### The metal 1 layer

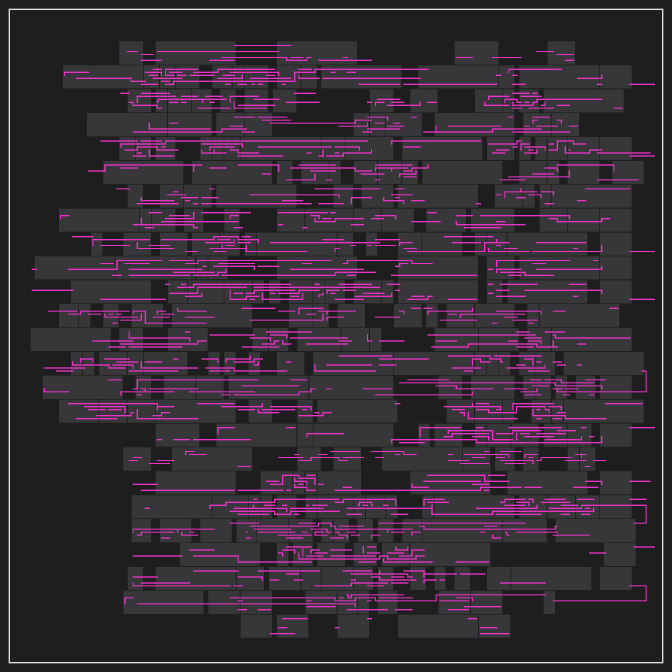
### Signal wires on met2

Bar = 20 um.
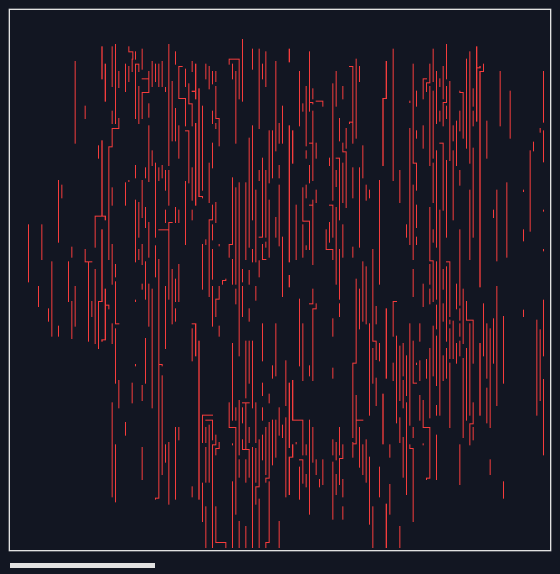
### Signal wires on met3

Bar = 20 um.
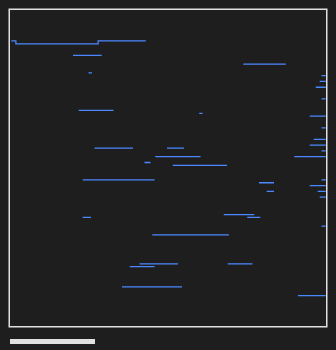
## config.mk

```make
export PLATFORM = sky130hd
export DESIGN_NAME = parking_gate_ctrl_flat
export DESIGN_NICKNAME = d
export VERILOG_FILES = /design/src/rtl/parking_gate_ctrl_pkg.sv /design/src/rtl/parking_gate_ctrl_if.sv /design/src/rtl/parking_gate_ctrl_tick_timer.sv /design/src/rtl/parking_gate_ctrl.sv /design/src/flat_wrapper.sv
export SDC_FILE = /design/constraint.sdc
export NUM_CORES = 1
export LEC_CHECK = 0
export ABC_AREA = 0
export CORE_MARGIN = 2
export CORE_UTILIZATION = 56
export DETAILED_ROUTE_END_ITERATION = 16
export PLACE_DENSITY_LB_ADDON = 0.25
export RECOVER_POWER = 25
export SLEW_MARGIN = 20
export SYNTH_ARGS = -nofsm -noshare
export SYNTH_HDL_FRONTEND = slang
export SYNTH_SLANG_ARGS = --single-unit
export TNS_END_PERCENT = 100
```

## constraint.sdc

```tcl
create_clock -name clk -period 2.3 [get_ports clk]
set_input_delay 0.23 -clock clk [delete_from_list [all_inputs] [get_ports clk]]
set_output_delay 0.23 -clock clk [all_outputs]
set_load 0.01 [all_outputs]
```

## src/rtl/parking_gate_ctrl_pkg.sv

```systemverilog
// parking_pkg: shared constants, FSM state type and slot-allocation helper
// for the parking gate controller.
//   TIMER_W         width of the free-running time base
//   DEF_NUM_SLOTS   default slot count (one-hot car_sel/occupied width)
//   SLOT1..SLOT3    one-hot slot codes
//   gate_state_t    controller FSM states
//   lowest_free_idx index of the lowest clear bit in an occupancy vector
package parking_pkg;

    localparam int TIMER_W       = 10;
    localparam int DEF_NUM_SLOTS = 3;
    localparam int MAX_SLOTS     = 32;

    localparam logic [2:0] SLOT1 = 3'b001;
    localparam logic [2:0] SLOT2 = 3'b010;
    localparam logic [2:0] SLOT3 = 3'b100;

    typedef enum logic {IDLE, GATE} gate_state_t;

    // Callers zero-extend a narrower occupancy vector, so a full vector
    // yields its own width as the index and shifting by it gives zero.
    function automatic int lowest_free_idx(input logic [MAX_SLOTS-1:0] occ);
        int idx;
        idx = MAX_SLOTS;
        for (int i = MAX_SLOTS - 1; i >= 0; i--)
            if (!occ[i]) idx = i;
        return idx;
    endfunction

endpackage

```

## src/rtl/parking_gate_ctrl_if.sv

```systemverilog
// parking_gate_ctrl_if: request/ack and datapath-strobe bundle of the gate
// controller.
//   master: gate buttons / requester side (drives entry_req, exit_req, exit_slot)
//   slave : controller side (drives acks, reject, strobes, car_sel, occupied,
//           full, gate_open, timer_count)
interface parking_gate_ctrl_if #(
    parameter int NUM_SLOTS = parking_pkg::DEF_NUM_SLOTS
);
    import parking_pkg::*;

    logic                 entry_req;
    logic                 exit_req;
    logic [NUM_SLOTS-1:0] exit_slot;
    logic                 entry_ack;
    logic                 exit_ack;
    logic                 reject;
    logic                 car_enter;
    logic                 car_exit;
    logic [NUM_SLOTS-1:0] car_sel;
    logic [NUM_SLOTS-1:0] occupied;
    logic                 full;
    logic                 gate_open;
    logic [TIMER_W-1:0]   timer_count;

    modport master (
        output entry_req, exit_req, exit_slot,
        input  entry_ack, exit_ack, reject, car_enter, car_exit, car_sel,
               occupied, full, gate_open, timer_count
    );

    modport slave (
        input  entry_req, exit_req, exit_slot,
        output entry_ack, exit_ack, reject, car_enter, car_exit, car_sel,
               occupied, full, gate_open, timer_count
    );

endinterface

```

## src/rtl/parking_gate_ctrl_tick_timer.sv

```systemverilog
// parking_tick_timer: prescaler dividing clk by TICK_DIV feeding a 10-bit
// wrapping time base.
//   clk         system clock, rising edge
//   reset       asynchronous active-low reset
//   timer_count free-running count, +1 every TICK_DIV cycles, wraps to 0
module parking_tick_timer
    import parking_pkg::*;
#(
    parameter int TICK_DIV = 50000000
) (
    input  logic               clk,
    input  logic               reset,
    output logic [TIMER_W-1:0] timer_count
);

    localparam int PW = $clog2(TICK_DIV);

    logic [PW-1:0]      r_pre;
    logic [TIMER_W-1:0] r_count;
    logic               w_wrap;

    assign w_wrap      = r_pre == PW'(TICK_DIV - 1);
    assign timer_count = r_count;

    always_ff @(posedge clk or negedge reset) begin
        if (!reset) begin
            r_pre   <= '0;
            r_count <= '0;
        end else begin
            r_pre   <= w_wrap ? '0 : r_pre + 1'b1;
            r_count <= r_count + TIMER_W'(w_wrap);
        end
    end

endmodule

```

## src/rtl/parking_gate_ctrl.sv

```systemverilog
// parking_gate_ctrl: arbitrates gate entry/exit requests, allocates the
// lowest free slot, strobes the cost datapath and sequences the barrier.
//   clk   system clock, rising edge
//   reset asynchronous active-low reset
//   bus   slave side of parking_gate_ctrl_if (requests in; acks, reject,
//         car_enter/car_exit, one-hot car_sel, occupied, full, gate_open,
//         timer_count out; all outputs registered)
module parking_gate_ctrl
    import parking_pkg::*;
#(
    parameter int NUM_SLOTS   = DEF_NUM_SLOTS,
    parameter int TICK_DIV    = 50000000,
    parameter int GATE_CYCLES = 100
) (
    input  logic                clk,
    input  logic                reset,
    parking_gate_ctrl_if.slave  bus
);

    localparam int CW = $clog2(GATE_CYCLES + 1);

    gate_state_t          r_state;
    logic                 r_entry_ack;
    logic                 r_exit_ack;
    logic                 r_reject;
    logic                 r_car_enter;
    logic                 r_car_exit;
    logic [NUM_SLOTS-1:0] r_car_sel;
    logic [NUM_SLOTS-1:0] r_occ;
    logic                 r_full;
    logic                 r_gate;
    logic [CW-1:0]        r_cnt;
    logic                 r_entry_first;
    logic [TIMER_W-1:0]   w_timer;

    logic                 w_sample;
    logic                 w_pick_exit;
    logic                 w_do_entry;
    logic                 w_do_exit;
    logic                 w_exit_ok;
    logic                 w_accept;
    logic [NUM_SLOTS-1:0] w_free;
    logic [NUM_SLOTS-1:0] w_sel;
    logic [NUM_SLOTS-1:0] w_occ_next;

    parking_tick_timer #(.TICK_DIV(TICK_DIV)) u_timer (
        .clk         (clk),
        .reset       (reset),
        .timer_count (w_timer)
    );

    always_comb begin
        // A request still high right after its ack is the same request,
        // so sampling waits one cycle after any ack.
        w_sample    = r_state == IDLE && !r_entry_ack && !r_exit_ack;
        // When full an entry can only be refused, so a pending exit goes first.
        w_pick_exit = bus.exit_req && (!bus.entry_req || r_full || !r_entry_first);
        w_do_exit   = w_sample && w_pick_exit;
        w_do_entry  = w_sample && bus.entry_req && !w_pick_exit;
        w_exit_ok   = bus.exit_slot != '0
                      && (bus.exit_slot & (bus.exit_slot - 1'b1)) == '0
                      && (bus.exit_slot & r_occ) != '0;
        w_free      = NUM_SLOTS'(1) << lowest_free_idx(MAX_SLOTS'(r_occ));
        w_accept    = (w_do_exit && w_exit_ok) || (w_do_entry && !r_full);
        w_sel       = w_do_exit ? bus.exit_slot : w_free;
        w_occ_next  = !w_accept ? r_occ
                    : w_do_exit ? r_occ & ~bus.exit_slot
                    : r_occ | w_free;
    end

    always_ff @(posedge clk or negedge reset) begin
        if (!reset) begin
            r_state       <= IDLE;
            r_entry_ack   <= 1'b0;
            r_exit_ack    <= 1'b0;
            r_reject      <= 1'b0;
            r_car_enter   <= 1'b0;
            r_car_exit    <= 1'b0;
            r_car_sel     <= '0;
            r_occ         <= '0;
            r_full        <= 1'b0;
            r_gate        <= 1'b0;
            r_cnt         <= '0;
            r_entry_first <= 1'b1;
        end else begin
            r_entry_ack <= w_do_entry;
            r_exit_ack  <= w_do_exit;
            r_reject    <= (w_do_entry || w_do_exit) && !w_accept;
            r_car_enter <= w_do_entry && w_accept;
            r_car_exit  <= w_do_exit && w_accept;
            r_car_sel   <= w_accept ? w_sel : '0;
            r_occ       <= w_occ_next;
            r_full      <= &w_occ_next;
            if (r_state == IDLE) begin
                if (w_accept) begin
                    r_state       <= GATE;
                    r_gate        <= 1'b1;
                    r_cnt         <= CW'(GATE_CYCLES - 1);
                    r_entry_first <= ~r_entry_first;
                end
            end else if (r_cnt == '0) begin
                r_state <= IDLE;
                r_gate  <= 1'b0;
            end else begin
                r_cnt <= r_cnt - 1'b1;
            end
        end
    end

    assign bus.entry_ack   = r_entry_ack;
    assign bus.exit_ack    = r_exit_ack;
    assign bus.reject      = r_reject;
    assign bus.car_enter   = r_car_enter;
    assign bus.car_exit    = r_car_exit;
    assign bus.car_sel     = r_car_sel;
    assign bus.occupied    = r_occ;
    assign bus.full        = r_full;
    assign bus.gate_open   = r_gate;
    assign bus.timer_count = w_timer;

endmodule

```

## src/flat_wrapper.sv

```systemverilog
// flat-port wrapper written by rule: the top's interface ports become plain ports
module parking_gate_ctrl_flat import parking_pkg::*;
#(
    parameter int NUM_SLOTS   = DEF_NUM_SLOTS,
    parameter int TICK_DIV    = 50000000,
    parameter int GATE_CYCLES = 100
)
  (clk, reset, bus_entry_req, bus_exit_req, bus_exit_slot, bus_entry_ack, bus_exit_ack, bus_reject, bus_car_enter, bus_car_exit, bus_car_sel, bus_occupied, bus_full, bus_gate_open, bus_timer_count);
  parking_gate_ctrl_if #(.NUM_SLOTS(NUM_SLOTS)) bus_i ();
  input  logic clk;
  input  logic reset;
  input wire logic [$bits(bus_i.entry_req)-1:0] bus_entry_req;
  input wire logic [$bits(bus_i.exit_req)-1:0] bus_exit_req;
  input wire logic [$bits(bus_i.exit_slot)-1:0] bus_exit_slot;
  output wire logic [$bits(bus_i.entry_ack)-1:0] bus_entry_ack;
  output wire logic [$bits(bus_i.exit_ack)-1:0] bus_exit_ack;
  output wire logic [$bits(bus_i.reject)-1:0] bus_reject;
  output wire logic [$bits(bus_i.car_enter)-1:0] bus_car_enter;
  output wire logic [$bits(bus_i.car_exit)-1:0] bus_car_exit;
  output wire logic [$bits(bus_i.car_sel)-1:0] bus_car_sel;
  output wire logic [$bits(bus_i.occupied)-1:0] bus_occupied;
  output wire logic [$bits(bus_i.full)-1:0] bus_full;
  output wire logic [$bits(bus_i.gate_open)-1:0] bus_gate_open;
  output wire logic [$bits(bus_i.timer_count)-1:0] bus_timer_count;
  assign bus_i.entry_req = bus_entry_req;
  assign bus_i.exit_req = bus_exit_req;
  assign bus_i.exit_slot = bus_exit_slot;
  assign bus_entry_ack = bus_i.entry_ack;
  assign bus_exit_ack = bus_i.exit_ack;
  assign bus_reject = bus_i.reject;
  assign bus_car_enter = bus_i.car_enter;
  assign bus_car_exit = bus_i.car_exit;
  assign bus_car_sel = bus_i.car_sel;
  assign bus_occupied = bus_i.occupied;
  assign bus_full = bus_i.full;
  assign bus_gate_open = bus_i.gate_open;
  assign bus_timer_count = bus_i.timer_count;
  parking_gate_ctrl #(.NUM_SLOTS(NUM_SLOTS), .TICK_DIV(TICK_DIV), .GATE_CYCLES(GATE_CYCLES)) u_core (.clk(clk), .reset(reset), .bus(bus_i));
endmodule
```

==> ci_impl_report.md <==
## Implementation flow summary

| Metric | Value |
|---|---|
| Run status | complete, no violations |
| GRT Total Usage | 22.9% |
| Reg-to-reg startpoint | u_core.r_state$_DFF_PN0_ |
| Simple share | 23.0% |
| Placed cell count | 355 |
| Yosys chip area | 2760 um^2 |
| Nets | 312 |
| Max Clock Freq | 479 MHz |
| Antenna violations before repair | 0 |
| Crit-path cells | nor3_1, nand3_1, o41a_1, or2_1 |
| Slew Limit Headroom | 8.72% |
| Port Buffers | 29 |
| Area of the core | 4750 um^2 |
| Inserted Clock Buffers | 9 |
| Placed cell areas | 3140 um^2 |
| Final Skew | 0.00697 ns |
| Worst reg2reg path endpoint | u_core.bus.occupied[0]$_DFF_PN0_ |
| Main logic family | simple AND/OR/NAND/NOR gates |
| Kind of critical path | flop to flop |
| Worst Hold Depth | 1 |
| Routability cong. | 0.882 |
| # Post-CTS Setup Buffers | 0 |
| R2R setup slack | 0.21 ns |
| Yosys Instances | 259 |
| Syn Inst Count | 259 |
| Width of the chip | 74.3 um |
| DR WL/cell | 15.2 um |
| Layout Cells excl Fill | 368 |
| First-pass GRT wire length | 9.54 mm |
| Synthesis warning total | 0 |
| Hold Crit Class | flop to flop |
| Post-synthesis adder-cell area fraction | 2.26% |
| Number of global-route vias before repair | 2124 |
| Core Util, Final | 69.5% |
| Crit path buf inv count | 0 |
| Min cycle time layout | 2.09 ns |
| Yosys reg bits | 58 |
| Worst hold path startpoint | u_core.u_timer.timer_count[9]$_DFF_PN0_ |
| CTS tree | built |
| Area growth from synthesis to layout | 19.6% |
| Data arrival time at the worst-slack endpoint | 2.30 ns |
| Pin count of the biggest net entering global routing | 26 |
| Post-cts resize count | 0 |
| Aggregate global routing overflow | 0 |
| Startpoint Class | flop |
| Dpl hpwl | 4.01 mm |
| Design Power | 1800 uW |
| Boundary pin count | 30 |
| Synth Flop Type | dfrtp_1 |
| Post-route cell area | 3300 um^2 |
| Initial DRC count | 126 |
| Unrepaired setup endpoints after global routing | false |
| Clk sink count | 58 |
| ANT cells | 0 |
| Total negative setup slack | 0 ns |
| Syn_nets | 271 |
| Die Y | 74.3 um |
| Cycle use final | 90.8% |
| Via density | 5.89 |
| Reported max-cap violation count | 0 |
| Final setup violation count | 0 |
| Ys async rst share | 100% |
| CP required | 2.51 ns |
| FP Util | 58.1% |
| Aoi share | 10.9% |
| Mux area share | 0% |
| Latency at later pin | 0.33 ns |
| Top cell family by delay on the critical path | simple AND/OR/NAND/NOR gates |
| Sequential area share after synthesis | 52.6% |
| Layout cells sized above 1 | 9.30% |
| H-tree levels | 3 |
| Leak | 0.00142 uW |
| Pre-Repair DR Iteration Count | 4 |
| Worst R2R Path Depth | 4 |
| Worst-Margin Slew | 1.37 ns |
| Highest-delay cell along the critical path | nor3_1 |
| EDFF count, synth | 0 |
| Hold Vio Cnt, Final | 0 |
| Die ar. | 5510 um^2 |
| Worst Hold Endpoint | u_core.u_timer.timer_count[9]$_DFF_PN0_ |
## Picture notes: 'The metal 1 layer'
wire length on this layer = 2600 um
longest straight run = 24.8 um
via count: 2169
met1 Usage GRT: 31.1%
Detailed Route WL: 5.58 mm

## Picture notes: 'Signal wires on met2'
nets with wire on the layer = 267
main direction = vertical
wire length on this layer = 2680 um
longest straight run = 32.8 um
met2 Use GR: 35.0%

## Picture notes: 'Signal wires on met3'
longest straight run = 19.3 um
share of all routed wire = 3.8%
nets with wire on the layer = 31
GR Layer Usage met3: 5.42%

[cell type report]
type	instances	area, um^2
Sequential cell	58	1450
Fill cell	376	1450
Multi-Input combinational cell	186	1260
Timing Repair Buffer	35	325
Clock buffer	11	141
Tap cell	67	83.8
Inverter	10	37.5
Clock inverter	1	5.00
[state kept, by name (all words and copies together) (netlist names), 3 cells and up]
name / cells
u_core.bus.car_sel: 3
u_core.bus.occupied: 3
u_core.r_cnt: 7
u_core.u_timer.r_pre: 26
u_core.u_timer.timer_count: 10
[logic make-up after synthesis]
kind of cell	Yosys count
buffers and inverters	15
xor gates and xnor gates	28
AOI/OAI and AO/OA	44
DFF	58
and+or+nand+nor	109
adders and majority gates	5
[per-stage QoR]
step                worst slack [ns]  hold slack (ns)
finish                         0.213            0.478
global route                  0.0184            0.522
floorplan                      0.359          -0.0656
detailed placement             0.150            0.254
global placement               0.296            0.260
CTS                           0.0880            0.452
[Yosys cell counts (2+ instances only)]
master	count	share of area [%]
nor4_1	2	0.45
nand3_1	12	2.2
o31ai_1	9	2.4
nand2b_1	2	0.45
nand2_1	20	2.7
nor2b_1	3	0.68
and4_1	5	1.6
nor3_2	2	0.72
ha_1	5	2.3
or3_1	2	0.45
nand4_1	10	2.3
o211ai_1	2	0.54
and3_1	3	0.68
xnor2_1	16	5.1
nand3b_1	3	0.81
nor4b_1	3	0.95
dfrtp_1	57	52
xor2_1	12	3.8
inv_1	10	1.4
nor2_1	20	2.7
or4_1	8	2.2
o21ai_0	7	1.3
a31oi_1	4	0.91
clkbuf_1	3	0.41
nor3_1	3	0.54
a21oi_1	10	1.8
[cells in the final DEF, fill, tap and decap left out, types with 5 or more instances in the layout]
cell,count
or4_1,8
inv_1,10
ha_1,5
dfrtp_1,57
and4_1,5
nor2_1,20
xor2_1,12
nand4_1,10
xnor2_1,16
o21ai_0,7
nand2_1,20
a21oi_1,10
o31ai_1,9
clkbuf_8,10
clkdlybuf4s50_1,28
nand3_1,12
[where the power goes]
part / total, uW / switching, uW / internal [uW]
combinational: 41.4 / 28.7 / 12.7
sequential: 1020 / 0 / 1020
clock: 740 / 347 / 394
total: 1800 / 375 / 1430
[metal layers]
metal / vias to the layer above / GRT usage [%] / share of wire [%]
met4: 0 / 11.1 / 1.5
met5: - / 0 / 0
met1: 1067 / 31.1 / 47
met2: 54 / 35.0 / 48
met3: 9 / 5.42 / 3.8
li1: 1039 / - / -
[worst max path at each step]
stage	start	endpoint	slack, ns	depth (start not counted)
floorplan	u_core.u_timer.r_pre[18]$_DFF_PN0_	u_core.u_timer.timer_count[8]$_DFF_PN0_	0.36	9
global placement	u_core.u_timer.r_pre[10]$_DFF_PN0_	u_core.u_timer.timer_count[6]$_DFF_PN0_	0.30	8
detailed placement	u_core.u_timer.r_pre[10]$_DFF_PN0_	u_core.u_timer.timer_count[8]$_DFF_PN0_	0.15	8
CTS	u_core.u_timer.r_pre[10]$_DFF_PN0_	u_core.u_timer.timer_count[8]$_DFF_PN0_	0.09	8
global route	u_core.u_timer.r_pre[10]$_DFF_PN0_	u_core.u_timer.timer_count[8]$_DFF_PN0_	0.02	8
finish	u_core.r_state$_DFF_PN0_	u_core.bus.occupied[0]$_DFF_PN0_	0.21	4
Power figures rest on the tool's default switching activity, not on a simulated workload.
